Run 1, M1 wires:
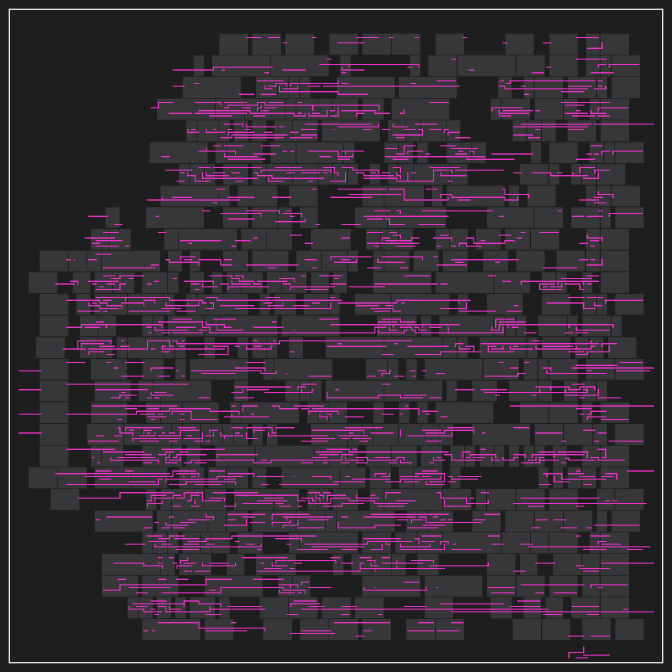
Run 1, M2 wires:
Scale bar: 20 microns.
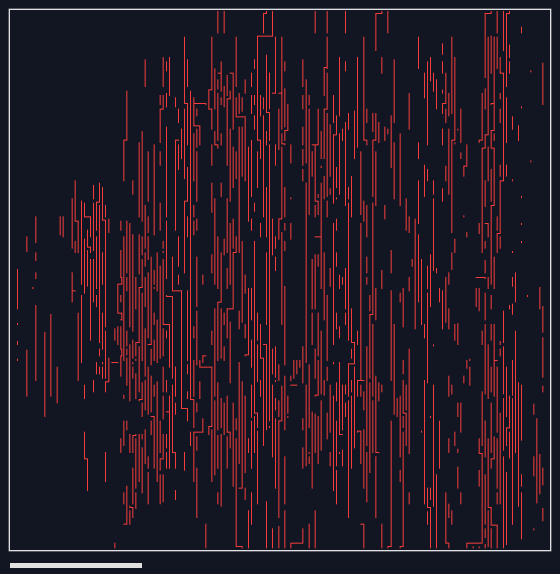
Run 1, signal wires on met3:
Scale bar: 20 microns.
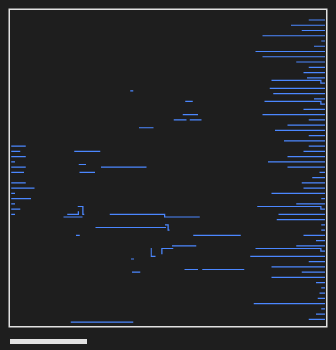
<file path="config.mk">
export PLATFORM = sky130hd
export DESIGN_NAME = v_elem_streamer_flat
export DESIGN_NICKNAME = d
export VERILOG_FILES = /design/src/rtl/v_elem_streamer_if.sv /design/src/rtl/v_elem_streamer.sv /design/src/flat_wrapper.sv
export SDC_FILE = /design/constraint.sdc
export NUM_CORES = 1
export LEC_CHECK = 0
export CORE_MARGIN = 2
export CORE_UTILIZATION = 48
export DETAILED_ROUTE_END_ITERATION = 8
export MAX_ROUTING_LAYER = met4
export PLACE_DENSITY = 0.86
export SLEW_MARGIN = 30
export SYNTH_ARGS = -nofsm -noshare
export SYNTH_HDL_FRONTEND = slang
export SYNTH_SLANG_ARGS = --single-unit
export TNS_END_PERCENT = 5
</file>
<file path="constraint.sdc">
create_clock -name clk -period 7.54 [get_ports clk]
set_input_delay 0.754 -clock clk [delete_from_list [all_inputs] [get_ports clk]]
set_output_delay 0.754 -clock clk [all_outputs]
set_load 0.03 [all_outputs]
</file>
<file path="src/rtl/v_elem_streamer_if.sv">
// Element output stream between v_elem_streamer and its consumer (scalar/store path).
interface v_elem_streamer_if #(
  parameter int DATA_W = 32,
  parameter int IDX_W  = 7
);
  logic              out_valid;
  logic              out_ready;
  logic [DATA_W-1:0] out_data;
  logic [IDX_W-1:0]  out_idx;
  logic              out_last;

  modport master (output out_valid, out_data, out_idx, out_last, input out_ready);
  modport slave  (input out_valid, out_data, out_idx, out_last, output out_ready);
endinterface

</file>
<file path="src/rtl/v_elem_streamer.sv">
// Read-side sequencer: walks the elements of a vector register group through the
// regfile element read port and presents each one on a valid/ready stream.
module v_elem_streamer #(
  parameter int V_REGS = 32,
  parameter int DATA_W = 32,
  parameter int IDX_W  = 7
) (
  input  logic              clk,
  input  logic              rst,
  input  logic              start_i,
  input  logic [4:0]        vs_addr_i,
  input  logic [IDX_W-1:0]  vl_i,
  input  logic [2:0]        sew_i,
  input  logic [2:0]        lmul_i,
  input  logic              sext_i,
  output logic [4:0]        el_rd_addr_o,
  output logic [4:0]        el_addr_o,
  input  logic [31:0]       el_data_in_i,
  v_elem_streamer_if.master out_if,
  output logic              busy_o,
  output logic              done_o,
  output logic              err_o
);

  typedef enum logic [1:0] {S_IDLE, S_STREAM, S_FIN} state_e;

  localparam logic [5:0] REGS_W = 6'(V_REGS);

  function automatic logic [7:0] epr_f(input logic [2:0] sew);
    case (sew)
      3'b001:  return 8'd8;
      3'b010:  return 8'd4;
      default: return 8'd16;
    endcase
  endfunction

  function automatic logic [7:0] nreg_f(input logic [2:0] lmul);
    case (lmul)
      3'b001:  return 8'd2;
      3'b010:  return 8'd4;
      default: return 8'd1;
    endcase
  endfunction

  function automatic logic [4:0] wrap_f(input logic [4:0] base, input logic [1:0] off);
    logic [5:0] sum;
    sum = {1'b0, base} + {4'b0, off};
    if (sum >= REGS_W) sum = sum - REGS_W;
    return sum[4:0];
  endfunction

  state_e            state_q;
  logic [4:0]        vs_addr_q;
  logic [IDX_W-1:0]  vl_q;
  logic [2:0]        sew_q;
  logic              sext_q;
  logic [4:0]        elem_q;
  logic [1:0]        reg_off_q;
  logic [4:0]        rd_addr_q;
  logic [IDX_W-1:0]  idx_q;
  logic              last_q;
  logic              valid_q;
  logic              busy_q;
  logic              done_q;
  logic              err_q;

  logic [7:0]        vlmax_d;
  logic              bad_vl_d;
  logic              empty_d;
  logic              elem_wrap_d;
  logic              last_next_d;
  logic              handshake_d;
  logic [DATA_W-1:0] ext_d;

  always_comb begin
    vlmax_d     = epr_f(sew_i) * nreg_f(lmul_i);
    bad_vl_d    = 32'(vl_i) > 32'(vlmax_d);
    empty_d     = (vl_i == '0);
    elem_wrap_d = ({3'b0, elem_q} == (epr_f(sew_q) - 8'd1));
    last_next_d = ((idx_q + 1'b1) == (vl_q - 1'b1));
    handshake_d = valid_q & out_if.out_ready;
  end

  // Only the low SEW bits of the regfile word belong to the element.
  always_comb begin
    ext_d = '0;
    case (sew_q)
      3'b001:  ext_d = sext_q ? DATA_W'($signed(el_data_in_i[15:0])) : DATA_W'(el_data_in_i[15:0]);
      3'b010:  ext_d = sext_q ? DATA_W'($signed(el_data_in_i))       : DATA_W'(el_data_in_i);
      default: ext_d = sext_q ? DATA_W'($signed(el_data_in_i[7:0]))  : DATA_W'(el_data_in_i[7:0]);
    endcase
  end

  always_ff @(posedge clk) begin
    if (rst) begin
      state_q   <= S_IDLE;
      vs_addr_q <= '0;
      vl_q      <= '0;
      sew_q     <= '0;
      sext_q    <= 1'b0;
      elem_q    <= '0;
      reg_off_q <= '0;
      rd_addr_q <= '0;
      idx_q     <= '0;
      last_q    <= 1'b0;
      valid_q   <= 1'b0;
      busy_q    <= 1'b0;
      done_q    <= 1'b0;
      err_q     <= 1'b0;
    end else begin
      case (state_q)
        S_IDLE: begin
          done_q <= 1'b0;
          err_q  <= 1'b0;
          if (start_i) begin
            vs_addr_q <= vs_addr_i;
            vl_q      <= vl_i;
            sew_q     <= sew_i;
            sext_q    <= sext_i;
            elem_q    <= '0;
            reg_off_q <= '0;
            idx_q     <= '0;
            if (empty_d || bad_vl_d) begin
              state_q <= S_FIN;
              done_q  <= 1'b1;
              err_q   <= bad_vl_d;
            end else begin
              state_q   <= S_STREAM;
              rd_addr_q <= vs_addr_i;
              last_q    <= (vl_i == IDX_W'(1));
              valid_q   <= 1'b1;
              busy_q    <= 1'b1;
            end
          end
        end
        S_STREAM: begin
          if (handshake_d) begin
            if (last_q) begin
              state_q   <= S_FIN;
              valid_q   <= 1'b0;
              busy_q    <= 1'b0;
              last_q    <= 1'b0;
              done_q    <= 1'b1;
              err_q     <= 1'b0;
              idx_q     <= '0;
              elem_q    <= '0;
              reg_off_q <= '0;
              rd_addr_q <= '0;
            end else begin
              idx_q  <= idx_q + 1'b1;
              last_q <= last_next_d;
              if (elem_wrap_d) begin
                elem_q    <= '0;
                reg_off_q <= reg_off_q + 2'd1;
                rd_addr_q <= wrap_f(vs_addr_q, reg_off_q + 2'd1);
              end else begin
                elem_q <= elem_q + 5'd1;
              end
            end
          end
        end
        S_FIN: begin
          state_q <= S_IDLE;
          done_q  <= 1'b0;
          err_q   <= 1'b0;
        end
        default: state_q <= S_IDLE;
      endcase
    end
  end

  assign el_rd_addr_o     = rd_addr_q;
  assign el_addr_o        = elem_q;
  assign out_if.out_valid = valid_q;
  assign out_if.out_idx   = idx_q;
  assign out_if.out_last  = last_q;
  assign out_if.out_data  = valid_q ? ext_d : '0;
  assign busy_o           = busy_q;
  assign done_o           = done_q;
  assign err_o            = err_q;

endmodule

</file>
<file path="src/flat_wrapper.sv">
// flat-port wrapper written by rule: the top's interface ports become plain ports
module v_elem_streamer_flat 
#(
  parameter int V_REGS = 32,
  parameter int DATA_W = 32,
  parameter int IDX_W  = 7
)
  (clk, rst, start_i, vs_addr_i, vl_i, sew_i, lmul_i, sext_i, el_rd_addr_o, el_addr_o, el_data_in_i, busy_o, done_o, err_o, out_if_out_valid, out_if_out_data, out_if_out_idx, out_if_out_last, out_if_out_ready);
  v_elem_streamer_if #(.DATA_W(DATA_W), .IDX_W(IDX_W)) out_if_i ();
  input  logic clk;
  input  logic rst;
  input  logic start_i;
  input  logic [4:0] vs_addr_i;
  input  logic [IDX_W-1:0] vl_i;
  input  logic [2:0] sew_i;
  input  logic [2:0] lmul_i;
  input  logic sext_i;
  output logic [4:0] el_rd_addr_o;
  output logic [4:0] el_addr_o;
  input  logic [31:0] el_data_in_i;
  output logic busy_o;
  output logic done_o;
  output logic err_o;
  output wire logic [$bits(out_if_i.out_valid)-1:0] out_if_out_valid;
  output wire logic [$bits(out_if_i.out_data)-1:0] out_if_out_data;
  output wire logic [$bits(out_if_i.out_idx)-1:0] out_if_out_idx;
  output wire logic [$bits(out_if_i.out_last)-1:0] out_if_out_last;
  input wire logic [$bits(out_if_i.out_ready)-1:0] out_if_out_ready;
  assign out_if_out_valid = out_if_i.out_valid;
  assign out_if_out_data = out_if_i.out_data;
  assign out_if_out_idx = out_if_i.out_idx;
  assign out_if_out_last = out_if_i.out_last;
  assign out_if_i.out_ready = out_if_out_ready;
  v_elem_streamer #(.V_REGS(V_REGS), .DATA_W(DATA_W), .IDX_W(IDX_W)) u_core (.clk(clk), .rst(rst), .start_i(start_i), .vs_addr_i(vs_addr_i), .vl_i(vl_i), .sew_i(sew_i), .lmul_i(lmul_i), .sext_i(sext_i), .el_rd_addr_o(el_rd_addr_o), .el_addr_o(el_addr_o), .el_data_in_i(el_data_in_i), .out_if(out_if_i), .busy_o(busy_o), .done_o(done_o), .err_o(err_o));
endmodule
</file>
==> results_slide.txt, run 1 <==
Run Summary

Logic synthesis
  – Simple-Gate Area Share: 0.261
  – Chip Area, Yosys: 0.00291 sq mm
  – Cell area leaders: dfxtp_1 (28%), a21oi_1 (9.6%), ha_1 (9.0%), nand2_1 (9.0%), xnor2_1 (5.4%)
  – Cells after synthesis: 384
  – Dominant comb cell: simple AND/OR/NAND/NOR gates
  – Synthesized area: 0.00291 sq mm
  – # Cells Yosys: 384
  – Top-area cell share: 0.282
  – Cell type with the largest total area: dfxtp_1
  – XOR Share, Synth: 0.0870
  – Yosys adder share: 0.111
  – Synth top cell by count: nand2_1
  – Post-synthesis sequential area ratio: 0.282

Global route
  – Vias in the first global route: 2814
  – Total grt overflow: 0
  – First-pass GRT wire length: 12200 microns
  – Antenna violations before repair: 0

Clock network
  – Clock Latency Late Sink: 0.29 ns
  – Hold-fix buffers, CTS: 0
  – PostCTS Resize Cnt: 0
  – Root buffer cell: clkbuf_8
  – H-tree depth: 2
  – Post-CTS setup buffers: 0

Power
  – Logic power comb: 315 uW
  – Psw: 274 uW
  – Pwr Total: 725 uW
  – Power per cell area: 176 mW/mm^2
  – Max IR drop VDD: 0.0882 mV
  – Logic pwr share: 0.435
  – Clk. pwr: 157 uW
  – Cell Int Power: 452 uW
  – Total sequential power: 253 uW
  – Heaviest power group: combinational cells
  – Power share of the clock group: 0.217
  – Switching share of power: 0.377

Cells and area
  – Buffer share of cell area: 0.264
  – Logic cell area: 0.00195 sq mm
  – Antenna diode count: 0
  – NumNets Final: 562
  – Clkbuf count: 7
  – Buffers excl. clock: 109
  – Fillers: 484
  – Final Cell Area: 0.00413 sq mm
  – Cell type taking the most area: multi-input combinational cells
  – Share of cells above drive strength 1: 0.0393

Final timing
  – Fin crit share: 0.687
  – Clock Skew: 0.00556 ns
  – Worst-Margin Slew: 0.869 ns
  – Endpoints failing hold: 0
  – Max-slew violations: 0
  – Post-layout min period: 5.18 ns
  – Max_slew headroom: 0.419

Route
  – Routed wl met3: 639 microns
  – DR pass1 iterations: 4
  – Routed Antenna Nets: 0
  – Vias/cell: 5.51
  – Top sig layer: met4
  – Routed met1 length: 3050 microns
  – Met2 wire length: 4050 microns
  – Initial DRC Count: 197

Worst setup path
  – R2R Path End: u_core.el_rd_addr_o[0]$_SDFFE_PP0P_
  – CP required: 7.75 ns
  – CP peak stage delay: 0.68 ns
  – Critical path class: input pin to flip-flop
  – Crit-path cells: clkdlybuf4s50_1, or4_1, fa_1, inv_1, ha_1, inv_1, fa_1, xor2_1, ha_1, and3_1, a41o_1, a221o_1, a21boi_1, nor3_1, a221oi_2
  – Reg2reg setup slack: 4.47 ns
  – FF-to-FF Start: u_core.sew_q[0]$_SDFFE_PP0P_
  – Critical path startpoint category: input pin
  – Setup crit start: sew_i[2]

Placement
  – Placed inst area: 0.00402 sq mm
  – Dpl ws: 2.16 ns
  – Final GP Congestion: 0.933
  – Cells after DPL: 551
  – Post-DP HPWL: 6160 microns

Outcome
  – Outcome: completed

Floorplan
  – DIE WIDTH: 81.8 microns
  – Die height: 81.8 microns
  – Initial Utilization: 0.494
  – IO Pins: 109
  – Tap cells: 75

Run
  – Max-cap violation count: 0
About 'M1 wires':
longest straight run: 30.8 microns
nets with wire on the layer: 483
share of all routed wire: 39%
wire length on this layer: 3050 microns
main direction: horizontal

About 'M2 wires':
wire length on this layer: 4050 microns
main direction: vertical
nets with wire on the layer: 483
met2 GRT Util: 0.450
Post-Route WL: 7880 microns

About 'signal wires on met3':
wire length on this layer: 640 microns
nets with wire on the layer: 91
share of all routed wire: 8.1%
main direction: horizontal
via count: 3081
GR Layer Usage met3: 0.0473

-- run 1: cell usage in the layout (no fill, tap or decap), types with 3 or more instances in the layout --
master / netlist / routed
nand3b_1: 4 / 4
dfxtp_1: 41 / 41
ha_1: 21 / 21
a21oi_1: 56 / 56
o21ai_0: 7 / 7
and2_1: 9 / 9
inv_1: 18 / 18
xnor2_1: 18 / 18
nand3_1: 8 / 8
nor3_1: 9 / 9
nand2_1: 70 / 70
nand2b_1: 6 / 6
xor2_1: 9 / 9
clkbuf_8: 0 / 7
nor3b_1: 3 / 3
nor2_1: 27 / 27
a22oi_1: 4 / 4
fa_1: 3 / 3
a21o_1: 4 / 4
or3_1: 6 / 6
nor4_1: 4 / 4
clkdlybuf4s50_1: 0 / 108
## Run 2: what changed since run 1
- CORE_UTILIZATION: 48 -> 41
- PLACE_DENSITY: 0.86 -> 0.78
- clock period: 7.54 -> 4.3 ns (I/O delays scaled with it)
Run 2, wire density map:
Scale bar: 20 microns. 18 x 18 tiles, from dark purple (low) to yellow (high), scaled to the fullest tile. Values are wire area over tile area, all layers added.
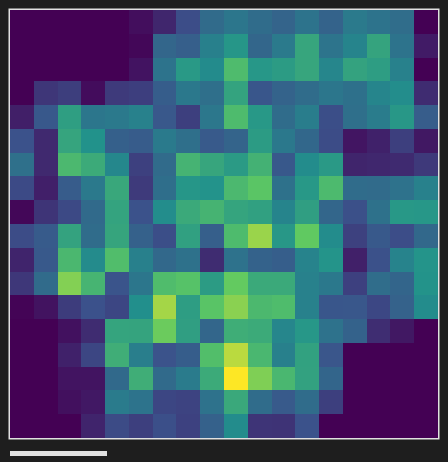
emptiest ninth of the die: top left
nearly empty tiles: 15%
mean over tiles: 0.16
fullest tile: 0.49
tiles over half the peak: 26%

Run 2, M1 wires:
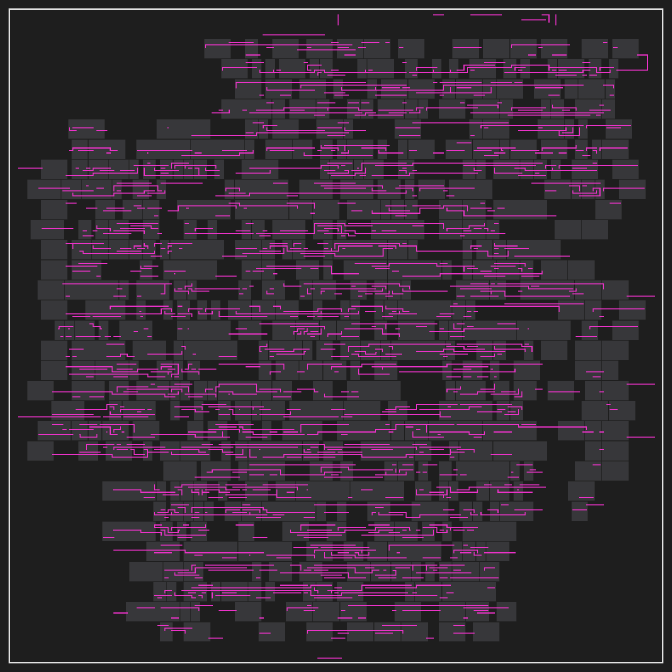
share of all routed wire: 44%
wire length on this layer: 3550 microns
main direction: horizontal
longest straight run: 21.2 microns
via count: 3056
M1 GR Usage: 0.247
Post-Route WL: 8050 microns

Run 2, signal wires on met3:
Scale bar: 20 microns.
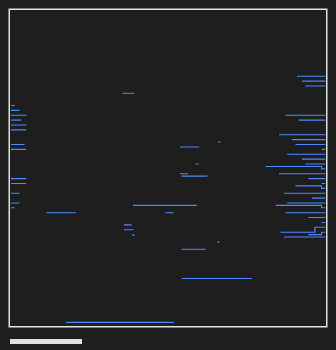
nets with wire on the layer: 50
wire length on this layer: 360 microns
main direction: horizontal
longest straight run: 29.7 microns
GR Layer Usage met3: 0.0330

==> run 2 against run 1 <==
Compared with the run above:
- synthesized cell count unchanged
- power up 75%
- sequential share of layout area down 0.74 points
- highest routed layer unchanged
- critical path type unchanged
- routed wire length up 2.1%
- non-clock buffer count up 17
==> results_slide.txt, run 2 <==
Run Summary

Clock network
  – Root buffer cell: clkbuf_8
  – Clock sink count: 41
  – CTS tree: done
  – Clock Latency Late Sink: 0.29 ns
  – Hold-fix buffers, CTS: 0
  – H-tree depth: 2
  – Reg clk slew, reported paths: 0.07 ns
  – PostCTS Resize Cnt: 0
  – Post-CTS setup buffers: 0

Final timing
  – Post-route setup slack: 0.129 ns
  – Setup-failing EPs final: 0
  – Max_slew headroom: 0.493
  – Setup TNS: 0 ns
  – Fin crit share: 0.970
  – Worst-Margin Slew: 0.758 ns
  – Clock Skew: 0.00430 ns
  – Worst hold slack: 0.466 ns
  – Max-slew violations: 0
  – Post-layout min period: 4.17 ns
  – Max Clk Rate: 0.240 GHz
  – Endpoints failing hold: 0

Logic synthesis
  – Ys async rst share: 0
  – Ao+oa area frac: 0.203
  – Yosys adder share: 0.111
  – Simple-Gate Area Share: 0.261
  – Flops out of synthesis: 41
  – # Cells Yosys: 384
  – Post-synth top cells: nand2_1 (70), a21oi_1 (56), dfxtp_1 (41), nor2_1 (27), ha_1 (21)
  – Synth top cell by count: nand2_1
  – Mux area share: 0.00732
  – Syn Area/Cell: 7.57 sq um
  – Dominant comb cell: simple AND/OR/NAND/NOR gates
  – Ys Warns: 0
  – Cell area leaders: dfxtp_1 (28%), a21oi_1 (9.6%), ha_1 (9.0%), nand2_1 (9.0%), xnor2_1 (5.4%)
  – Cells after synthesis: 384
  – Flip-flops with a built-in enable: 0
  – Post-synthesis sequential area ratio: 0.282
  – Cell type with the largest total area: dfxtp_1
  – Chip Area, Yosys: 0.00291 sq mm
  – XOR Share, Synth: 0.0870
  – Top-area cell share: 0.282
  – Synthesized area: 0.00291 sq mm
  – Dominant register cell: dfxtp_1
  – Post-Syn Nets: 463
  – Distinct cells, synth: 52

Power
  – Total sequential power: 438 uW
  – Power per cell area: 296 mW/mm^2
  – Static Leak: 1.67 nW
  – Cell Int Power: 787 uW
  – Psw: 480 uW
  – Logic power comb: 592 uW
  – Flop pwr share: 0.345
  – Max IR drop VDD: 0.135 mV
  – Logic pwr share: 0.467
  – Pwr Total: 1.27 mW
  – Heaviest power group: combinational cells
  – Switching share of power: 0.379
  – Power share of the clock group: 0.187
  – Clk. pwr: 237 uW

Route
  – Vias/cell: 5.12
  – Top sig layer: met4
  – Initial DRC Count: 123
  – DR pass1 iterations: 4
  – Routed met1 length: 3550 microns
  – Routed Antenna Nets: 0
  – Routed wl met3: 359 microns
  – Met2 wire length: 4030 microns
  – Routed WL per cell: 13.5 microns

Worst setup path
  – CP peak stage delay: 0.49 ns
  – FF-to-FF Start: u_core.sew_q[0]$_SDFFE_PP0P_
  – Critical path capture point: u_core.out_if.out_last$_SDFFE_PP0P_
  – Critical-path top delay cell: or4_4
  – Reg2reg setup slack: 1.49 ns
  – R2R Path End: u_core.el_rd_addr_o[0]$_SDFFE_PP0P_
  – R2R cell count: 10
  – Critical path class: input pin to flip-flop
  – CP Max Fanout: 5
  – Crit-path cells: clkdlybuf4s50_1, nand2b_1, or4_4, fa_1, inv_1, ha_2, inv_1, fa_1, xor2_1, ha_1, and3_1, a41o_1, a221o_1, a21boi_2, buf_6, nor3_1, a221oi_2
  – CP required: 4.51 ns
  – Worst path depth: 17
  – CP Capture Type: flip-flop
  – Critical path startpoint category: input pin
  – WP data arrival: 4.38 ns
  – Setup crit start: lmul_i[1]

Cells and area
  – Antenna diode count: 0
  – Fin util: 0.627
  – Fillers: 638
  – Final Cell Area: 0.00429 sq mm
  – NumNets Final: 579
  – Non-filler cells, final: 597
  – Most frequent logic cell in the layout: clkdlybuf4s50_1
  – Most frequent cells in the layout: clkdlybuf4s50_1 (106), nand2_1 (70), a21oi_1 (56)
  – P&R area growth vs syn: 47.4%
  – Share of cells above drive strength 1: 0.0758

Global route
  – Total grt overflow: 0
  – Vias in the first global route: 2770
  – GRT Util Overall: 0.204
  – First-pass GRT wire length: 12300 microns
  – Antenna violations before repair: 0
  – Met2 GRT Util: 0.353
  – Grt peak-use layer: met2

Floorplan
  – IO Pins: 109
  – DIE WIDTH: 88.2 microns
  – Initial Utilization: 0.425
  – Die area: 0.00778 sq mm
  – Core ar.: 0.00683 sq mm
  – Die height: 88.2 microns

Placement
  – Cells after DPL: 588
  – Post-DP HPWL: 6200 microns
  – Final GP Congestion: 0.812
  – Placed inst area: 0.00416 sq mm
  – Dpl ws: -0.222 ns

Run
  – Log Warnings: 31
  – Max-cap violation count: 0

Outcome
  – Outcome: completed

Worst hold path
  – Hold Crit Class: flip-flop to flip-flop
-- run 2: cell types whose count changed in the layout (fill, tap and decap cells not counted), moves of 2 or more --
cell | before | now
or4_4 | 0 | 2
clkbuf_8 | 7 | 5
clkbuf_1 | 0 | 3
nand2b_1 | 6 | 4
or4_1 | 2 | 0
dlymetal6s2s_1 | 0 | 2
nand2b_4 | 0 | 2
clkdlybuf4s50_1 | 108 | 106
buf_4 | 1 | 16
-- run 2: cell type report --
| cell class | count | area [sq um] | area share |
|---|---|---|---|
| clock buffers | 8 | 80.1 | 0.0187 |
| repair buffers | 126 | 1220 | 0.285 |
| inverters | 18 | 67.6 | 0.0158 |
| well taps | 96 | 120 | 0.0280 |
| flip-flops and latches | 41 | 821 | 0.192 |
| multi-input cells | 308 | 1970 | 0.461 |
Power and IR drop assume default switching activity.
